Run 1, sizing map:
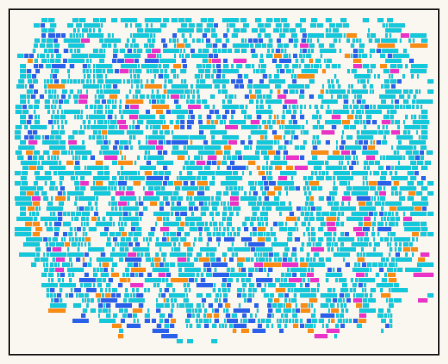
Run 1, ports around the boundary:
Scale bar: 50 um. Pins as bars across the die edge, other pins in grey.
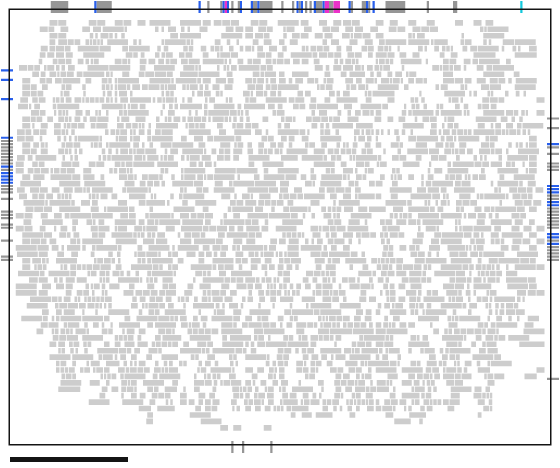
Run 1, cell density map:
23 x 18 tiles, from white (low) to dark blue (high), 0 to 100% covered.
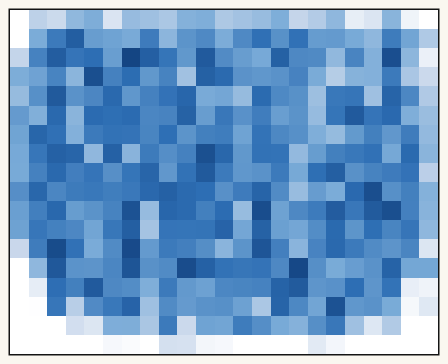
Run 1, a small window of the routed layout:
Window x 161 to 181, y 128 to 148 um. Cells in grey, sequential cells in the stronger grey; small squares are vias.
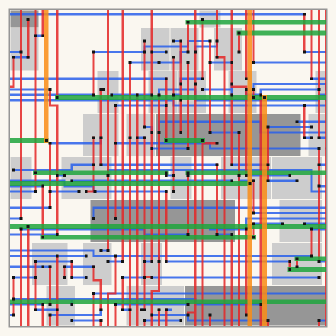
==> config.mk <==
export PLATFORM = sky130hd
export DESIGN_NAME = muldiv_unit
export DESIGN_NICKNAME = d
export VERILOG_FILES = /design/src/rtl/muldiv_unit.sv
export SDC_FILE = /design/constraint.sdc
export NUM_CORES = 1
export LEC_CHECK = 0
export ABC_CLOCK_PERIOD_IN_PS = 3300
export CORE_ASPECT_RATIO = 0.8
export CORE_MARGIN = 2
export CORE_UTILIZATION = 45
export CTS_BUF_LIST = sky130_fd_sc_hd__clkbuf_8
export CTS_CLUSTER_DIAMETER = 50
export DETAILED_ROUTE_END_ITERATION = 16
export PLACE_DENSITY = 0.63
export SETUP_SLACK_MARGIN = 0.15
export SYNTH_ARGS = -nofsm -noshare
export SYNTH_HDL_FRONTEND = slang
export SYNTH_SLANG_ARGS = --single-unit
==> constraint.sdc <==
create_clock -name clk -period 3.3 [get_ports clk]
set_clock_uncertainty 0.15 [all_clocks]
set_input_delay 0.495 -clock clk [delete_from_list [all_inputs] [get_ports clk]]
set_output_delay 0.495 -clock clk [all_outputs]
set_load 0.05 [all_outputs]
==> Slide: Implementation Results, run 1 <==
Key Metrics from the Run

Run status
  • Status: finished clean

Final layout
  • Max reg flops: 64
  • Final cell count without fillers: 3,109

Final timing
  • Fin crit period: 3.24 ns
  • Worst Tran Pin Value: 1.17 ns
  • Relative slew slack: 22.3%
  • Max Freq: 308 MHz

Synthesis
  • Seq/Total Area, Yosys: 32.7%
  • Ys flops: 237
  • Mapped Nets: 2,323
  • Cell area leaders: dfrtp_1 (33%), o21ai_0 (6.8%), xor2_1 (5.2%), mux2i_1 (4.9%), ha_1 (4.8%)
  • Cells after synthesis: 2,178
  • Largest area contributor in the netlist: dfrtp_1
  • Chip area in the Yosys report: 18,100 um2
  • Top-area cell share: 32.7%

Floorplanning
  • IO Pins: 139
  • Rows: 65

Run
  • Tool Warnings: 29

Detailed routing
  • Pre-Repair DR Iteration Count: 6
  • Via density per instance: 6.10
  • Wl on met1: 31,800 um

Worst setup path
  • Top delay family on crit path: simple AND/OR/NAND/NOR gates

Global route
  • Met1 GRT Util: 47.2%
  • GR met3 Demand/Resource: 5.26%

CTS
  • Hold buffer count at CTS: 1
  • Post-CTS setup buffers: 6
  • Clock latency at the later pin of the worst-skew pair: 0.61 ns
  • CTS Sinks: 237
  • Root Buffer: clkbuf_8

Placement
  • Detail Placement HPWL: 53,000 um
  • Placed inst area: 22,100 um2

Min path
  • Hold path depth: 2

Pwr
  • Total Power: 21,800 uW
Notes on 'sizing map' above:
drive 6 and up -> magenta  # cells 78, share 3.0%
drive 2 -> orange  # cells 146, share 5.7%
drive 1 or less -> cyan  # cells 1,995, share 78%
drive 3 to 4 -> blue  # cells 354, share 14%
worst setup margin: 0.0569 ns
bufs w/o clock: 463

Notes on 'ports around the boundary' above:
`in_a` -> blue  # pins 32, direction input, edge 14 top, 9 left, 9 right
`clk` -> cyan  # pins 1, direction input, edge top
`Funct` -> magenta  # pins 6, direction input, edge top
Port Buf Inserts: 138
chip height: 184 um
Die W: 229 um

Notes on 'cell density map' above:
mean over tiles = 55%
nearly empty tiles = 6.5%
tiles over 75% full = 17%
fullest tile = 92%
Final Util: 60.2%
Core ar.: 39,600 um2

Notes on 'a small window of the routed layout' above:
met2 -> red
met1 -> blue
met3 -> green
met4 -> orange
cells with their middle in the window = 26
most frequent = a21oi_1 (6)
sequential cells in the window = 3

run 1: synth_stat cells (26+ instances only):
library cell / instances
nand3_1: 64
a211oi_1: 26
o21ai_0: 245
nor2_1: 166
a31oi_1: 27
mux2_2: 39
o22ai_1: 40
nand2_1: 200
nor3_1: 27
clkbuf_1: 133
ha_1: 70
a21o_1: 38
o31ai_1: 42
dfrtp_1: 237
a21oi_1: 166
xor2_1: 108
mux2i_1: 88
inv_1: 61
xnor2_1: 86
run 1: kinds of logic (layout without fill, tap and decap cells):
family / Yosys count / in the layout / share of synthesized area, %
XOR/XNOR: 194 / 194 / 9.36
AND-OR/OR-AND: 730 / 730 / 24.9
buffers and inverters: 210 / 605 / 4.54
AND/OR/NAND/NOR: 608 / 608 / 16.2
multiplexers: 127 / 127 / 7.27
flip-flops: 237 / 237 / 32.7
adder cells (fa/ha/maj): 72 / 72 / 5.05
run 1: layout by cell type (no fill, tap or decap), types with 12 or more instances in the layout:
cell type and count:
buf_4 304, o21ai_0 231, dfrtp_1 226, nand2_1 197, nor2_1 158, a21oi_1 156
clkdlybuf4s50_1 137, xor2_1 108, mux2i_1 88, xnor2_1 85, inv_1 67, nand3_1 63
clkbuf_8 56, ha_1 50, o22ai_1 40, mux2_2 39, a21o_1 38, o31ai_1 36
a31oi_1 24, a211oi_1 22, nor3_1 21, nand2b_1 18, and3_1 17, or3_1 15
ha_4 15, o41ai_1 14, o22a_1 14, buf_12 13, a221oi_1 12
run 1: where the power goes:
| part | internal [uW] | switching [uW] |
|---|---|---|
| clock network | 1610 | 1440 |
| registers | 3900 | 1180 |
| logic | 6170 | 7480 |
run 1: layout make-up:
type                    count  area share, %
multi-input cells        1731           50.6
well taps                 536           2.81
inverters                  62          0.976
repair buffers            463           16.9
clock buffers              56           3.23
flip-flops and latches    237           24.9
clock inverters            24          0.577
==> inputs of run 2 (changes only) <==
CORE_ASPECT_RATIO = default   (was 0.8)
Run 2, ports around the boundary:
Scale bar: 50 um. Pins as bars across the die edge, other pins in grey.
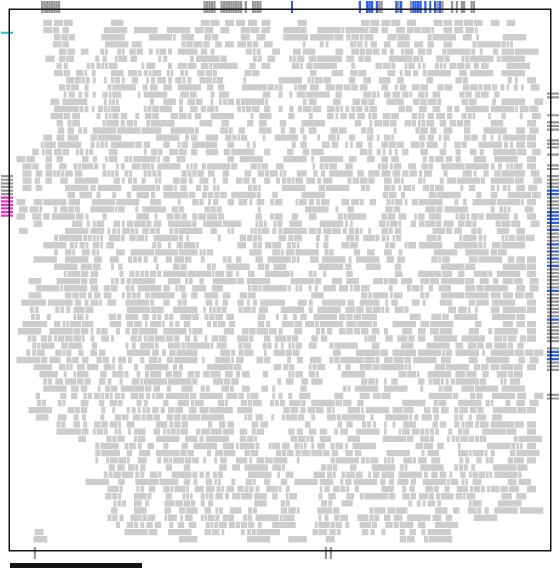
`in_a` -> blue  # pins 32, direction input, edge 16 top, 16 right
`Funct` -> magenta  # pins 6, direction input, edge left
`clk` -> cyan  # pins 1, direction input, edge left
Die W: 205 um
chip height: 205 um

Run 2, cell density map:
20 x 20 tiles, from white (low) to dark blue (high), 0 to 100% covered.
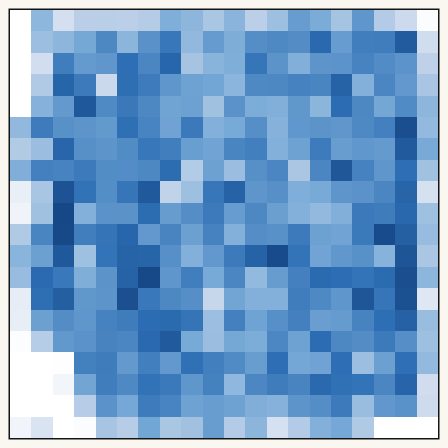
fullest tile = 90%
tiles over 75% full = 13%
emptiest ninth of the die = bottom left
initial core utilization: 45.7%
Final Util: 59.1%
Core ar.: 39,700 um2

Run 2, cell outlines without signal wires:
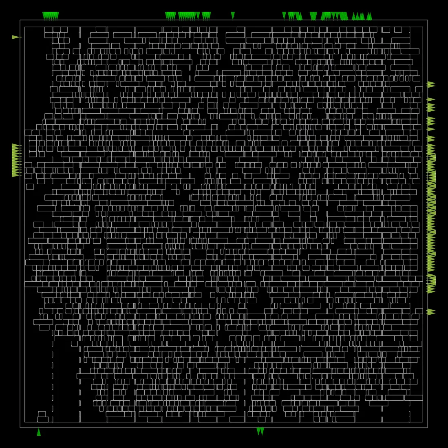
Seq area share: 25.4%
Rows: 73
Fillers: 3,616
seq_cells: 237
Tapcell Cnt: 525

==> run 2 against run 1 <==
Against the previous run: design area down 1.6%; largest cell class unchanged; synthesized cell count unchanged; count of clock-buffer cells in the layout up 6; via count about the same; critical path type unchanged; setup slack better by 0.034 ns; core utilization down 1.1 points; combinational power about the same; sequential cell count unchanged; synthesized area unchanged; critical endpoint unchanged.
==> Slide: Implementation Results, run 2 <==
Key Metrics from the Run

Run status
  • Status: finished clean

CTS
  • CTS Sinks: 237
  • Clock latency at the later pin of the worst-skew pair: 0.62 ns
  • Clock slew at reported path FFs: 0.06 ns
  • Root Buffer: clkbuf_8

Placement
  • Detail Placement HPWL: 58,000 um
  • Placed inst area: 21,900 um2
  • Port Buf Inserts: 138

Worst setup path
  • Top delay family on crit path: simple AND/OR/NAND/NOR gates
  • R2R setup slack: 0.09 ns
  • Crit-path cells: or4_4, or4b_4, nor4_4, nand3_2, or4_4, or3_4, a211oi_2, nor2_1

Synthesis
  • Cell area leaders: dfrtp_1 (33%), o21ai_0 (6.8%), xor2_1 (5.2%), mux2i_1 (4.9%), ha_1 (4.8%)
  • Seq/Total Area, Yosys: 32.7%
  • Largest area contributor in the netlist: dfrtp_1
  • Cells after synthesis: 2,178
  • Chip area in the Yosys report: 18,100 um2
  • Top-area cell share: 32.7%

Run
  • Tool Warnings: 31

Final timing
  • Fin crit period: 3.21 ns
  • Relative slew slack: 34.0%
  • Worst Tran Pin Value: 0.990 ns

Floorplanning
  • IO Pins: 139

Detailed routing
  • Via density per instance: 6.15
  • Pre-Repair DR Iteration Count: 6

Final layout
  • Most instantiated logic cell after routing: buf_4
  • Area growth from synthesis to layout: 29.3%
  • Max reg flops: 64
  • Top cells excl fill/tap: buf_4 (294), o21ai_0 (235), dfrtp_1 (218), nand2_1 (198), nor2_1 (162)
-- run 2: cell counts after synthesis --
Identical to the previous run, type by type.
-- run 2: final cells by class --
class,count,area [um2]
fill,3616,16300
multi-input combinational,1731,11900
sequential,237,5950
timing repair buffer,443,3810
clock buffer,62,853
tap,525,657
inverter,62,233
clock inverter,22,103
-- run 2: per-layer routing --
layer  GRT usage [%]  up-vias  wire (um)
met5               0        -          0
met4            15.2        0       3670
met3            7.52      171       7770
met2            52.4      950      32100
met1            49.7     9193      32200
li1                -     8638          -
-- run 2: timing repair --
| action | CTS | global route |
|---|---|---|
| setup endpoints to repair | 64 | 65 |
| hold buffers | 1 | 0 |
| hold endpoints to repair | 190 | 0 |
| pin swaps | 2 | 20 |
| gates cloned | 0 | 2 |
| gates resized | 23 | 85 |
| setup buffers | 0 | 12 |
-- run 2: power by group --
group          internal [uW]  leakage [uW]  total (uW)  switching (uW)
combinational           5720       0.00665       13300            7630
sequential              3910       0.00292        5150            1240
clock                   1670      0.000542        3080            1410
total                  11300        0.0101       21600           10300
-- run 2: metrics by stage --
step	hold WS (ns)	total power, uW	instances
2_1_floorplan	0.0494	12400	2178
3_3_place_gp	0.205	16900	2983
4_1_cts	0.117	20400	3068
3_5_place_dp	0.205	17100	2983
5_1_grt	0.138	22900	3082
6_report	0.141	21600	3082
-- run 2: kinds of logic (layout without fill, tap and decap cells) --
| logic type | count (synthesis) | in the layout | share of synthesized area [%] |
|---|---|---|---|
| muxes | 127 | 127 | 7.27 |
| AOI/OAI and AO/OA | 730 | 730 | 24.9 |
| xor gates and xnor gates | 194 | 194 | 9.36 |
| DFF | 237 | 237 | 32.7 |
| buffers and inverters | 210 | 589 | 4.54 |
| and+or+nand+nor | 608 | 608 | 16.2 |
| adders and majority gates | 72 | 72 | 5.05 |
Power and IR drop assume default switching activity.
